File: src/rtl/shift_fifo.sv
// shift_fifo: first-word-fall-through elastic FIFO on a shift-register array read at the fill level
module shift_fifo #(
  parameter int DATA_WIDTH = 8,
  parameter int DEPTH = 16,
  parameter int AFULL_LEVEL = 12,
  localparam int CW = $clog2(DEPTH + 1),
  localparam int AW = $clog2(DEPTH)
) (
  input  logic clk,
  input  logic rst,
  input  logic flush,
  input  logic in_valid,
  output logic in_ready,
  input  logic [DATA_WIDTH-1:0] in_data,
  output logic out_valid,
  input  logic out_ready,
  output logic [DATA_WIDTH-1:0] out_data,
  output logic [CW-1:0] count,
  output logic almost_full,
  output logic overflow
);
  logic [DATA_WIDTH-1:0] mem [DEPTH];
  logic [AW-1:0] head_idx;
  logic push, pop;
  assign in_ready = count != CW'(DEPTH);
  assign out_valid = count != '0;
  assign almost_full = count >= CW'(AFULL_LEVEL);
  assign push = in_valid & in_ready;
  assign pop = out_valid & out_ready;
  assign head_idx = AW'(count - CW'(1));
  assign out_data = out_valid ? mem[head_idx] : '0;
  // every accepted write shifts the whole array; the oldest word sits at count-1
  always_ff @(posedge clk)
    if (push) begin
      mem[0] <= in_data;
      for (int i = 1; i < DEPTH; i++) mem[i] <= mem[i-1];
    end
  // fill level and sticky overflow; flush wins over push and pop
  always_ff @(posedge clk)
    if (rst) begin
      count <= '0;
      overflow <= 1'b0;
    end else if (flush) begin
      count <= '0;
    end else begin
      count <= (push & !pop) ? count + CW'(1) : (pop & !push) ? count - CW'(1) : count;
      if (in_valid & !in_ready) overflow <= 1'b1;
    end
endmodule

File: config.mk
export PLATFORM = sky130hd
export DESIGN_NAME = shift_fifo
export DESIGN_NICKNAME = d
export VERILOG_FILES = /design/src/rtl/shift_fifo.sv
export SDC_FILE = /design/constraint.sdc
export NUM_CORES = 1
export LEC_CHECK = 0
export CAP_MARGIN = 25
export CELL_PAD_IN_SITES_DETAIL_PLACEMENT = 1
export CELL_PAD_IN_SITES_GLOBAL_PLACEMENT = 1
export CORE_ASPECT_RATIO = 0.6
export CORE_MARGIN = 2
export CORE_UTILIZATION = 52
export DETAILED_ROUTE_END_ITERATION = 7
export GPL_ROUTABILITY_DRIVEN = 0
export PLACE_DENSITY = 0.85
export SETUP_SLACK_MARGIN = 0.2
export SLEW_MARGIN = 10
export SYNTH_ARGS = -nofsm -noshare
export SYNTH_HDL_FRONTEND = slang
export SYNTH_SLANG_ARGS = --single-unit
export TNS_END_PERCENT = 50
File: constraint.sdc
create_clock -name clk -period 7.09 [get_ports clk]
set_input_delay 1.418 -clock clk [delete_from_list [all_inputs] [get_ports clk]]
set_output_delay 1.418 -clock clk [all_outputs]
set_load 0.05 [all_outputs]
placement_by_type.png
Fill, decap, tap and diode cells in grey.
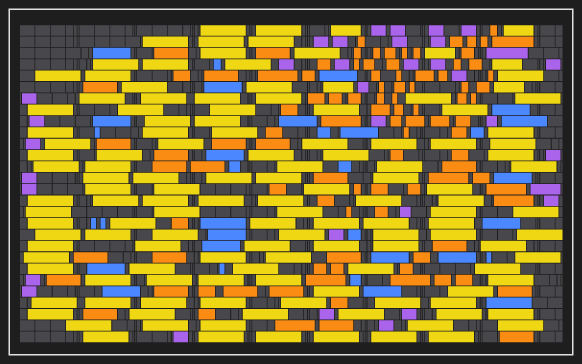
other buffers and delay cells: shown in purple, cells 34, share of their area 5.8%. clock drivers and dummy loads: shown in blue, cells 32, share of their area 9.5%. combinational and other logic: shown in orange, cells 100, share of their area 21%. flops: shown in yellow, cells 134, share of their area 64%.
Layout Utilization: 0.6450
row count: 28

metal_density.png
Scale bar: 50 microns. The die is cut into 27 by 16 equal tiles; black is low, pale yellow is high, scaled to the fullest tile. Values are wire area over tile area, all layers added.
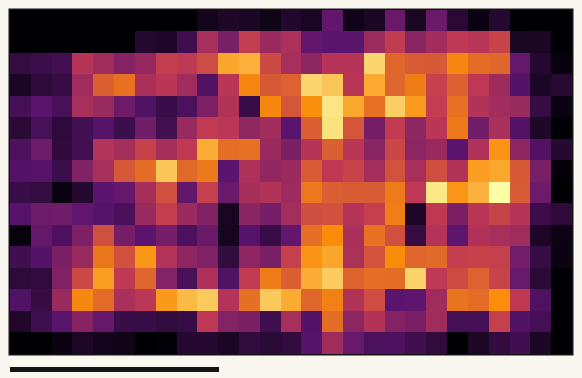
7.2% of the tiles are nearly empty. The fullest tile reaches 0.37. 32% of the tiles are over half the peak. The emptiest ninth of the die: north-west. The mean over all tiles is 0.14.
routed len/inst: 23.59 microns
Tot GR Track Use: 0.2074
via count of the routed design: 2539

==> results_slide.txt <==
Flow Results at a Glance

Global route
  • GR Util met3: 0.05861
  • First-pass GRT wire length: 16100 microns
  • Busiest grt layer: met2
  • Gr ovfl total: 0
  • Largest net degree at the start of global routing: 92

Synth
  • Top cells by count: edfxtp_1 (128), mux4_2 (24), mux2_2 (16), a22o_1 (8), mux4_1 (8)
  • Dominant Register Cell: edfxtp_1
  • Post-synthesis instance total: 243
  • Area leader share: 0.7213
  • Yosys stat area: 0.005329 sq mm

Finish
  • Fillcell total: between 800 and 900
  • Largest register FFs: 128
  • Clock Buffer Count: 20
  • Non-clock buffer area fraction after layout: 0.05635
  • Leading cell kind: sequential cells
  • Total Nets Final: 304

Final timing
  • RSZ-0062 raised after global routing: no

Clocking
  • Clock sink count: around 130
  • Clock transition at the registers of the reported paths: 0.06 ns
  • Hold buffers post-CTS: 0
  • Clock root buffer: clkbuf_16
  • Cts bufs inserted: 17

Setup path
  • CP max stage delay: 0.83 ns
  • Most frequent CP cell: buf_4
  • End of the critical path: out_data[0]

Power
  • Power share of the sequential group: 0.407
  • PwrDens: 399.1 mW/mm^2
  • Sw Share: 0.2852

Die
  • Die x size: 134.7 microns

Routing
  • Initial DRC count: 170
  • Top layer in use: met4
  • Final ANT Viol Nets: 0

Worst hold path
  • Worst Hold Path EP: mem[6][2]

Status
  • Status: finished, final reports clean
detail.png
Scale bar: 20 microns. Region (9, 0) to (59, 50) microns. Cells in grey, sequential cells in the stronger grey; small squares are vias.
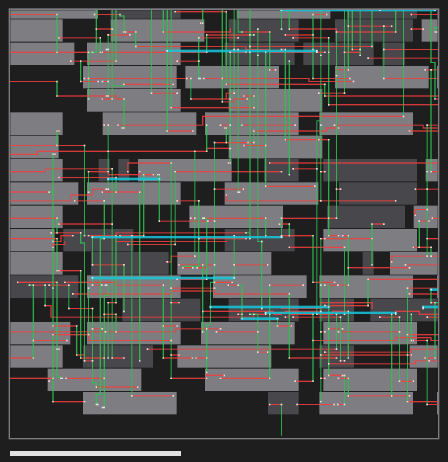
metal 2: shown in green. metal 1: shown in red. metal 3: shown in cyan.
Sequential cells in the window: 40. 63 logic cells have their middle in the window. Most frequent: edfxtp_1 (40), mux4_2 (9), clkbuf_16 (5). Netlist names of flops here include mem (40).

-- power by group through the flow --
stage                     Combinational (mW)  Sequential [mW]  Clock, mW
after floorplan                        0.453             1.05          0
after global placement                 0.608             1.04          0
after detailed placement               0.626             1.05          0
after CTS                              0.635             1.04      0.889
after global routing                   0.682             1.05      0.922
final                                  0.642             1.04      0.871
-- cell families (layout without fill, tap and decap cells) --
| kind of cell | after synthesis | after routing | share of synthesized area |
|---|---|---|---|
| buffers and inverters | 11 | 68 | 0.01174 |
| and+or+nand+nor | 24 | 24 | 0.02325 |
| muxes | 49 | 49 | 0.1766 |
| xor gates and xnor gates | 6 | 6 | 0.01339 |
| DFF | 134 | 134 | 0.7438 |
| AOI/OAI and AO/OA | 15 | 15 | 0.02184 |
| adders and majority gates | 4 | 4 | 0.009392 |
Power and IR drop assume default switching activity.
